Fig. 1: run 1, routing congestion map
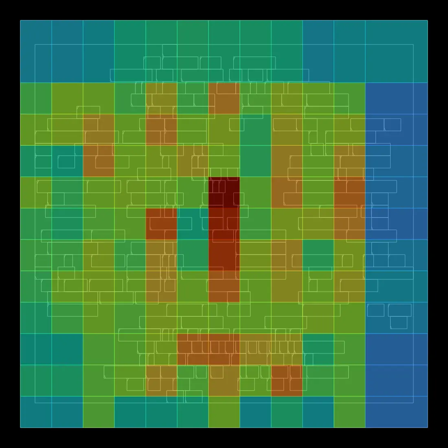
Fig. 2: run 1, placed cells, one color a class
Scale bar: 20 µm. Fill, decap, tap and diode cells in gray.
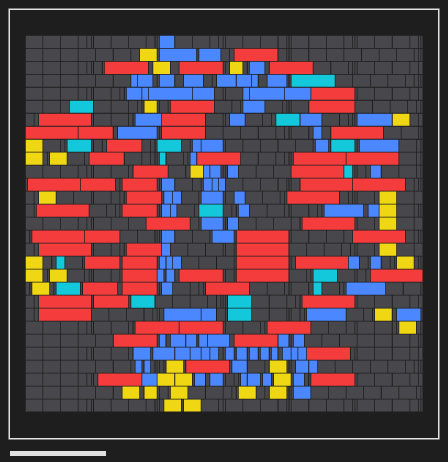
Fig. 3: run 1, the metal 1 layer
Supply wires on this layer in gray.
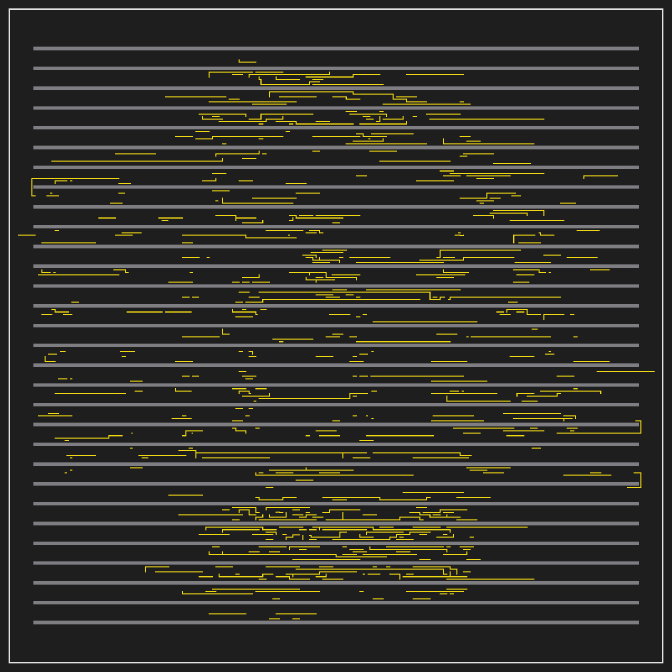
===== src/rtl/prio_result_capture.sv =====
// prio_result_capture
// Re-aligns each launched lane vector with the priority-tree root result
// (prio_y_i, prio_err_i) LAT cycles later. It encodes the lowest valid lane
// and queues {idx, err} in a first-word-fall-through FIFO. A credit rule keeps
// the total of in-flight launches plus queued results within DEPTH, so a
// completing result always has a free slot.
// Optional build macro: PRIO_CAP_ONEHOT_CHECK_EN adds a one-hot and parity
// cross-check of the delayed lane vector against the tree result.
module prio_result_capture #(
  parameter int N     = 8,
  parameter int IDXW  = 3,
  parameter int LAT   = 3,
  parameter int DEPTH = 4,
  parameter int ECW   = 8
) (
  input  logic            clk,
  input  logic            rst_n,
  input  logic            launch_valid_i,
  output logic            launch_ready_o,
  input  logic [N-1:0]    lane_vec_i,
  input  logic            prio_y_i,
  input  logic            prio_err_i,
  output logic            out_valid_o,
  input  logic            out_ready_i,
  output logic [IDXW-1:0] out_idx_o,
  output logic            out_err_o,
  output logic [ECW-1:0]  err_count_o,
  output logic            err_ovf_o,
  input  logic            err_clr_i
);

  localparam int CW = $clog2(DEPTH + 1);
  localparam int PW = (DEPTH > 1) ? $clog2(DEPTH) : 1;

  logic [LAT-1:0]  vld_q;
  logic [N-1:0]    vec_q [LAT];
  logic [CW-1:0]   inflight_q, inflight_d;
  logic [CW-1:0]   cnt_q, cnt_d;
  logic [PW-1:0]   wr_ptr_q, wr_ptr_d, rd_ptr_q, rd_ptr_d;
  logic [IDXW:0]   mem_q [DEPTH];
  logic [ECW-1:0]  err_cnt_q, err_cnt_d;
  logic            err_ovf_q, err_ovf_d;

  logic            accept, complete, push, pop;
  logic [N-1:0]    done_vec;
  logic [IDXW-1:0] res_idx;
  logic            res_err;

  assign launch_ready_o = ({1'b0, inflight_q} + {1'b0, cnt_q}) < (CW + 1)'(DEPTH);
  assign accept         = launch_valid_i & launch_ready_o;
  assign complete       = vld_q[LAT-1];
  assign done_vec       = vec_q[LAT-1];
  assign push           = complete;
  assign pop            = out_valid_o & out_ready_i;

  // Valid bits of the launch delay line; cleared by reset so in-flight work is dropped.
  always_ff @(posedge clk or negedge rst_n) begin
    if (!rst_n) begin
      vld_q <= '0;
    end else begin
      vld_q[0] <= accept;
      for (int i = 1; i < LAT; i++) vld_q[i] <= vld_q[i-1];
    end
  end

  // Lane-vector payload of the delay line, qualified by vld_q.
  // NOTE: payload and FIFO storage are not reset; their valid bits and counts are, so stale data is never observed.
  always_ff @(posedge clk) begin
    if (accept) vec_q[0] <= lane_vec_i;
    for (int i = 1; i < LAT; i++) vec_q[i] <= vec_q[i-1];
  end

  // Encode the lowest set lane of the completing vector and form its error flag.
  // NOTE: every combinational output gets a default first, so no path leaves it unassigned and no latch is inferred.
  always_comb begin
    res_idx = '0;
    for (int i = N - 1; i >= 0; i--) begin
      if (done_vec[i]) res_idx = IDXW'(i);
    end
`ifdef PRIO_CAP_ONEHOT_CHECK_EN
    res_err = prio_err_i | ~prio_y_i
            | ($countones(done_vec) != 1)
            | (prio_y_i != ^done_vec);
`else
    res_err = prio_err_i | ~prio_y_i;
`endif
  end

  // Next-state for the in-flight counter, FIFO occupancy and pointers.
  // NOTE: combinational logic uses blocking '=', clocked state uses non-blocking '<='.
  always_comb begin
    inflight_d = inflight_q;
    if (accept && !complete)      inflight_d = inflight_q + CW'(1);
    else if (!accept && complete) inflight_d = inflight_q - CW'(1);

    cnt_d = cnt_q;
    if (push && !pop)      cnt_d = cnt_q + CW'(1);
    else if (!push && pop) cnt_d = cnt_q - CW'(1);

    wr_ptr_d = wr_ptr_q;
    if (push) wr_ptr_d = (wr_ptr_q == PW'(DEPTH - 1)) ? '0 : wr_ptr_q + PW'(1);

    rd_ptr_d = rd_ptr_q;
    if (pop) rd_ptr_d = (rd_ptr_q == PW'(DEPTH - 1)) ? '0 : rd_ptr_q + PW'(1);
  end

  // Counter and pointer registers.
  always_ff @(posedge clk or negedge rst_n) begin
    if (!rst_n) begin
      inflight_q <= '0;
      cnt_q      <= '0;
      wr_ptr_q   <= '0;
      rd_ptr_q   <= '0;
    end else begin
      inflight_q <= inflight_d;
      cnt_q      <= cnt_d;
      wr_ptr_q   <= wr_ptr_d;
      rd_ptr_q   <= rd_ptr_d;
    end
  end

  // FIFO storage write; the credit rule guarantees a free slot on every push.
  always_ff @(posedge clk) begin
    if (push) mem_q[wr_ptr_q] <= {res_idx, res_err};
  end

  assign out_valid_o = (cnt_q != '0);
  assign out_idx_o   = out_valid_o ? mem_q[rd_ptr_q][IDXW:1] : '0;
  assign out_err_o   = out_valid_o ? mem_q[rd_ptr_q][0]      : 1'b0;

  // Saturating error counter with sticky overflow; a clear beats a same-cycle increment.
  always_comb begin
    err_cnt_d = err_cnt_q;
    err_ovf_d = err_ovf_q;
    if (err_clr_i) begin
      err_cnt_d = '0;
      err_ovf_d = 1'b0;
    end else if (push && res_err) begin
      if (err_cnt_q == '1) err_ovf_d = 1'b1;
      else                 err_cnt_d = err_cnt_q + ECW'(1);
    end
  end

  // Error counter registers.
  always_ff @(posedge clk or negedge rst_n) begin
    if (!rst_n) begin
      err_cnt_q <= '0;
      err_ovf_q <= 1'b0;
    end else begin
      err_cnt_q <= err_cnt_d;
      err_ovf_q <= err_ovf_d;
    end
  end

  assign err_count_o = err_cnt_q;
  assign err_ovf_o   = err_ovf_q;

endmodule


===== config.mk =====
export PLATFORM = sky130hd
export DESIGN_NAME = prio_result_capture
export DESIGN_NICKNAME = d
export VERILOG_FILES = /design/src/rtl/prio_result_capture.sv
export SDC_FILE = /design/constraint.sdc
export NUM_CORES = 1
export LEC_CHECK = 0
export CAP_MARGIN = 30
export CORE_MARGIN = 3
export CORE_UTILIZATION = 35
export DETAILED_ROUTE_END_ITERATION = 8
export PLACE_DENSITY = 0.53
export SETUP_SLACK_MARGIN = 0.05
export SYNTH_ARGS = -nofsm -noshare
export SYNTH_HDL_FRONTEND = slang
export SYNTH_SLANG_ARGS = --single-unit

===== constraint.sdc =====
create_clock -name clk -period 2.4 [get_ports clk]
set_input_delay 0.24 -clock clk [delete_from_list [all_inputs] [get_ports clk]]
set_output_delay 0.24 -clock clk [all_outputs]
set_load 0.01 [all_outputs]

==> impl_metrics.tcl, run 1 <==
# metrics dict for downstream scripts
set metrics [dict create \
    vdd.ir_drop.worst_v 0.000560 \
    cts_tree "built" \
    common_cells "edfxtp_1, dfrtp_1, dfxtp_1, ha_1, and2_1" \
    slew-limit-headroom_pct 66.4 \
    clock_path_buffers 2 \
    layout-drive-gt1-share_pct 18.5 \
    place_area_um2 2870 \
    port_buffers 29 \
    r2r-start "cnt_q[1]$_DFFE_PN0P_" \
    synth-edff-count 24 \
    synthArstFlopShare_pct 35.5 \
    rr_endpoint "inflight_q[2]$_DFFE_PN0P_" \
    die_h_um 89.6 \
    ff_latch_area_um2 1590 \
    final-setup-viol-count 0 \
    worstSetupPathType "register to register" \
    fillers 597 \
    p_leak_nw 1.23 \
    gp_congestion 0.788 \
    ys_ff 62 \
    r2r_setup_slack_ns 0.18 \
    yosysWarnings 0 \
    grt_max_degree 23 \
    hp-class "primary input to asynchronous set/reset pin" \
    nets 233 \
    fp_util_pct 37.3 \
    rr_worst_depth 10 \
    finalClockSkew_ns 0.00538 \
    maxCapViolCount 0 \
    setup_tns_ns 0 \
    crit_fanout 3 \
    power_per_cell_area_nw_per_um2 642 \
    area_delta_synth_final_pct 26.1 \
    yosysCellCount 167 \
    ios 30 \
    grt_pass1_vias 1420 \
    netlist.area_leader.share_pct 29.4 \
    period_minus_slack_ns 2.22 \
    grt_pass1_wl_mm 6.83 \
    top_area_cell "edfxtp_1" \
    netlist_top_cells_area "edfxtp_1, dfrtp_1, dfxtp_1" \
    drc 0 \
    die_width_um 89.6 \
    worst_slew_pin_slew_ns 0.501 \
    slew_violations 0 \
    rsz0062_at_grt "no" \
    crit_path_end_kind "register" \
    avgViaCountPerCell 4.66 \
    ys_area_um2 2450 \
    arrival_ns 2.47 \
    critPathLaunchType "register" \
    finalClockPeriodUsage_pct 92.6 \
    max_freq_mhz 450 \
    diodes 0 \
    hpwlAfterDp_mm 2.97 \
    avgSynthCellArea_um2 14.7 \
    dr.first_iter.drc_count 43 \
    die-area_um2 8030 \
    logic_area_um2 832 \
    ant_nets 0 \
    clkTransAtPathRegs_ns 0.06 \
    htreeDepth 3 \
    cts_buffers 9 \
    warnings 30 \
    synth_dominant_cell_count "edfxtp_1" \
    root_buffer "clkbuf_8" \
    vias 1418 \
    cp.required_ns 2.65 \
    grt.overflow.total 0 \
    hold_viol_final 0 \
    syn-num-nets 194 \
    yosys_most_used_dff "edfxtp_1" \
    status "completed" \
    synth.cell_area_um2 2450 \
    drtPass1Iterations 6 \
    ys_types 46 \
    clk-insertion-delay-late_ns 0.33 \
    ys_seq_share_pct 65.0 \
    antenna_found_initial 0 \
    syn_inst 167 \
    cts_sinks 62 \
    grt.busiest_layer "met2" \
]
## Picture notes: Fig. 1
Avg WL per Cell: 13.3 µm
met2 usage: 18.0%
GRT Total Usage: 11.7%
Util after Layout: 47.0%
met3 Usage GRT: 5.84%

## Picture notes: Fig. 2
clock drivers and dummy loads -> cyan  # cells 16, share of their area 6.6%
remaining buffers and delay cells -> yellow  # cells 33, share of their area 11%
remaining logic cells -> blue  # cells 100, share of their area 29%
registers -> red  # cells 62, share of their area 54%
row count: 29
proportion of cell area occupied by registers: 51.6%
fin area: 3090 µm²
core area: 6570 µm²

## Picture notes: Fig. 3
nets with wire on the layer = 203
longest straight run = 23.5 µm
share of all routed wire = 45%
GRT met1 Usage: 14.2%
Total Wirelength: 4.06 mm

## run 1: worst max-delay path by stage
stage	endpoint	startpoint	slack, ns	cells after the start
6_report	inflight_q[2]$_DFFE_PN0P_	cnt_q[1]$_DFFE_PN0P_	0.18	10
5_1_grt	inflight_q[2]$_DFFE_PN0P_	cnt_q[1]$_DFFE_PN0P_	0.08	10
4_1_cts	inflight_q[2]$_DFFE_PN0P_	inflight_q[1]$_DFFE_PN0P_	0.07	10
3_5_place_dp	inflight_q[2]$_DFFE_PN0P_	cnt_q[1]$_DFFE_PN0P_	0.05	10
3_3_place_gp	inflight_q[2]$_DFFE_PN0P_	cnt_q[1]$_DFFE_PN0P_	0.15	10
2_1_floorplan	inflight_q[2]$_DFFE_PN0P_	cnt_q[1]$_DFFE_PN0P_	0.02	10
## run 1: sequential cells by signal, indices dropped and copies added (netlist names)
| name | flops |
|---|---|
| wr_ptr_q | 2 |
| rd_ptr_q | 2 |
| vld_q | 3 |
| err_count_o | 8 |
| vec_q | 24 |
| err_ovf_o | 1 |
| mem_q | 16 |
| inflight_q | 3 |
| cnt_q | 3 |
## run 1: worst max-delay path: stages, from the launching register on
cell	delay, ns
dfrtp_1	0.40
ha_1	0.29
and3_4	0.18
nor4_4	0.15
and2_4	0.21
ha_4	0.14
inv_2	0.03
fa_2	0.32
xor2_1	0.14
nor2_1	0.11
xor2_1	0.15
## run 1: placed cells by master (no fill, tap or decap), types with 3 or more instances in the layout
master and count:
dfrtp_1 21, o21ai_0 3, inv_1 7, ha_1 9
and2_1 8, dfxtp_1 16, mux4_2 4, buf_4 4
clkinv_2 3, clkbuf_8 11, nor3_1 8, clkdlybuf4s50_1 29
nor2_1 8, edfxtp_1 24, xor2_1 5, a21oi_1 5
## run 1: routing by layer
layer  wire length, µm  up-vias
met5                 0        -
met4                66        0
met3               224       10
met2              1950       41
met1              1820      688
li1                  -      679
## run 1: final cells by class
type,instances,share of cell area [%]
well taps,93,3.77
multi-input cells,92,27.0
inverters,8,0.973
repair buffers,33,10.4
flip-flops and latches,62,51.6
clock inverters,3,0.486
clock buffers,13,5.84
## run 1: through the flow
step / hold WS, ns / setup slack [ns] / std cells / power (mW) / util [%]
global route: 0.279 / 0.0822 / 304 / 2.08 / 47.0
CTS: 0.245 / 0.0683 / 303 / 2.02 / 46.8
finish: 0.257 / 0.177 / 304 / 1.98 / 47.0
global placement: 0.313 / 0.145 / 286 / 1.15 / 43.7
floorplan: -0.0556 / 0.0181 / 167 / 1.12 / -
detailed placement: 0.313 / 0.0535 / 286 / 1.15 / 43.7
## run 1: timing repair
action                                  CTS  global route
pin swaps                                 1             3
setup buffers                             1             1
hold buffers                              0             0
endpoints found under the setup margin    4             2
resized                                   1             1
## run 1: report_power, final
part / total [mW] / internal [mW] / switching, mW
clock network: 0.850 / 0.489 / 0.361
logic: 0.0389 / 0.0226 / 0.0163
registers: 1.09 / 1.09 / 0.0000000000000000446
## run 1: cells by family (layout without fill, tap and decap cells)
group,Yosys count,after routing,share of synthesized area (%)
flops,62,62,65.0
simple gates,45,45,11.7
compound gates,19,19,5.16
buf+inv,13,57,2.81
fa+ha+maj,12,12,6.75
mux,9,9,6.03
xor+xnor,7,7,2.51
Fig. 4: run 1, cell density map
9 x 9 tiles, from white (low) to dark blue (high), 0 to 100% covered.
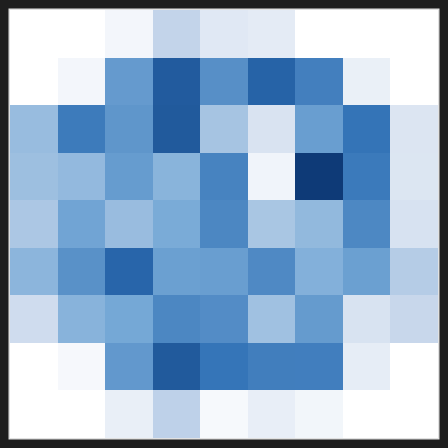

## Run 2: what changed since run 1
- ABC_AREA: default -> 1
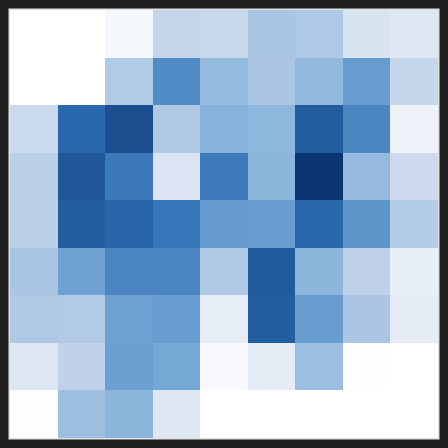
Fig. 5. Cell density map (run 2).
9 x 9 tiles, from white (low) to dark blue (high), 0 to 100% covered.
fullest tile = 98%
emptiest ninth of the die = bottom right
tiles over 75% full = 12%
mean over tiles = 37%
nearly empty tiles = 15%
Util after Layout: 46.4%
FP Util: 36.6%
core area: 6910 µm²

==> impl_metrics.tcl, run 2 <==
# metrics dict for downstream scripts
set metrics [dict create \
    status "completed" \
    ios 30 \
    hp-class "primary input to asynchronous set/reset pin" \
    nets 306 \
    place_inst 362 \
    lay_top_cells "nor2_1, nand2_1, clkdlybuf4s50_1" \
    ys_types 28 \
    period_minus_slack_ns 2.28 \
    synthArstFlopShare_pct 35.5 \
    yosysWarnings 0 \
    critPathTopFamily "adder cells" \
    clkTransAtPathRegs_ns 0.07 \
    critPathLaunchType "register" \
    clk-insertion-delay-late_ns 0.33 \
    rsz0062_at_grt "yes" \
    cts_buffers 9 \
    yosys_most_used_dff "edfxtp_1" \
    layout-drive-gt1-share_pct 14.4 \
    worstSetupPathType "register to register" \
    worst_slew_pin_slew_ns 0.536 \
    wl_per_cell_um 11.2 \
    hold_viol_final 0 \
    vdd.ir_drop.worst_v 0.000623 \
    cp.required_ns 2.61 \
    netlist.area_leader.share_pct 28.5 \
    ant_nets 0 \
    fin_cells 380 \
    grt_pass1_wl_mm 7.21 \
    crit_slowest_cell "dfrtp_1" \
    place_area_um2 2970 \
    antenna_found_initial 0 \
    final-setup-viol-count 0 \
    whs_ns 0.247 \
    grt_use_total_pct 11.3 \
    port_buffers 29 \
    place_worst_setup_slack_ns 0.122 \
    total_power_mw 3.73 \
    core.rowCount 30 \
    avgSynthCellArea_um2 10.7 \
    syn_inst 237 \
    grt_max_degree 23 \
    area_delta_synth_final_pct 26.6 \
    final_common_cell "nor2_1" \
    htreeDepth 3 \
    arrival_ns 2.50 \
    max_freq_mhz 438 \
    syn-num-nets 264 \
    top_area_cell "edfxtp_1" \
    cts_tree "built" \
    p_leak_nw 1.36 \
    max_stage_delay_ns 0.38 \
    synth_dominant_cell_count "nor2_1" \
    drc 0 \
    drtPass1Iterations 4 \
    clock_path_buffers 2 \
    largest_reg_flops 24 \
    ys_area_um2 2530 \
    common_cells "nor2_1, nand2_1, edfxtp_1, inv_1, dfrtp_1" \
    crit_path_end_kind "register" \
    synth.cell_area_um2 2530 \
    finalClockSkew_ns 0.00995 \
    grt.overflow.total 0 \
    cp_num_buf_inv 1 \
    crit_fanout 3 \
    power_per_cell_area_nw_per_um2 1160 \
    gp_congestion 0.824 \
    setup_tns_ns 0 \
    wirelength_mm 4.26 \
    die_h_um 91.0 \
    die_width_um 91.0 \
    fillers 681 \
    final_area_um2 3210 \
    timing.final.ws_setup_ns 0.119 \
    root_buffer "clkbuf_8" \
    avgViaCountPerCell 4.34 \
    synth-edff-count 24 \
    netlist_top_cells_area "edfxtp_1, dfrtp_1, dfxtp_1" \
    slew-limit-headroom_pct 64.2 \
    ys_ff 62 \
    diodes 0 \
    die-area_um2 8290 \
    hpwlAfterDp_mm 2.99 \
    cp_cell_sequence "ha_1 -> or3_4 -> nor3b_4 -> ha_2 -> inv_2 -> fa_2 -> a21oi_2 -> o21ai_2 -> xnor2_1" \
    finalClockPeriodUsage_pct 95.0 \
    ys_seq_share_pct 62.9 \
    vias 1650 \
    maxCapViolCount 0 \
    slew_violations 0 \
    warnings 31 \
    cts_sinks 62 \
    yosysCellCount 237 \
    dr.first_iter.drc_count 85 \
    largest-register "vec_q" \
    grt_pass1_vias 1540 \
]
==> run 2: layout make-up <==
| cell class | count | area (µm²) | share of cell area, % |
|---|---|---|---|
| Clock inverter | 5 | 62.6 | 1.95 |
| Sequential cell | 62 | 1590 | 49.6 |
| Timing Repair Buffer | 34 | 328 | 10.2 |
| Tap cell | 96 | 120 | 3.75 |
| Inverter | 27 | 101 | 3.16 |
| Multi-Input combinational cell | 145 | 850 | 26.5 |
| Clock buffer | 11 | 153 | 4.76 |
==> run 2: logic make-up (layout without fill, tap and decap cells) <==
kind of cell	count (synthesis)	in the layout	synth area share, %
AND/OR/NAND/NOR	100	100	17.9
flip-flops	62	62	62.9
buffers and inverters	30	77	4.70
AND-OR/OR-AND	27	27	5.68
adder cells (fa/ha/maj)	12	12	6.53
XOR/XNOR	4	4	1.38
multiplexers	2	2	0.890
==> run 2: repair_timing <==
item / in CTS / in global routing
buffers inserted: 0 / 2
setup endpoints to repair: 0 / 2
resized: 0 / 2
hold buffers: 0 / 0
==> run 2: worst paths after layout <==
| path | slack, ns | to | start | cells after the start |
|---|---|---|---|---|
| max in group asynchronous | 1.91 | vld_q[2]$_DFF_PN0_ | rst_n | 2 |
| min in group clk | 0.33 | vec_q[0][21]$_DFF_P_ | vec_q[0][13]$_DFF_P_ | 0 |
| setup / recovery | 0.12 | inflight_q[2]$_DFFE_PN0P_ | inflight_q[2]$_DFFE_PN0P_ | 9 |
| setup reg to reg | 0.12 | inflight_q[2]$_DFFE_PN0P_ | inflight_q[2]$_DFFE_PN0P_ | 9 |
| hold reg to reg | 0.33 | vec_q[0][21]$_DFF_P_ | vec_q[0][13]$_DFF_P_ | 0 |
| hold / removal | 0.25 | err_count_o[6]$_DFFE_PN0P_ | rst_n | 2 |
==> run 2: layer usage <==
metal  share of wire [%]  track usage [%]
met5                   0                0
met4                 3.1             7.16
met3                 3.9             3.56
met2                  42             15.4
met1                  51             15.4
==> run 2: report_power, final <==
part           leakage [nW]  internal [mW]  switching (mW)  total (mW)
clock                 0.110          0.551           0.411       0.962
combinational         0.618          0.577           0.606        1.18
sequential            0.637           1.41           0.182        1.59
total                  1.36           2.53            1.20        3.73
Power figures rest on the tool's default switching activity, not on a simulated workload.
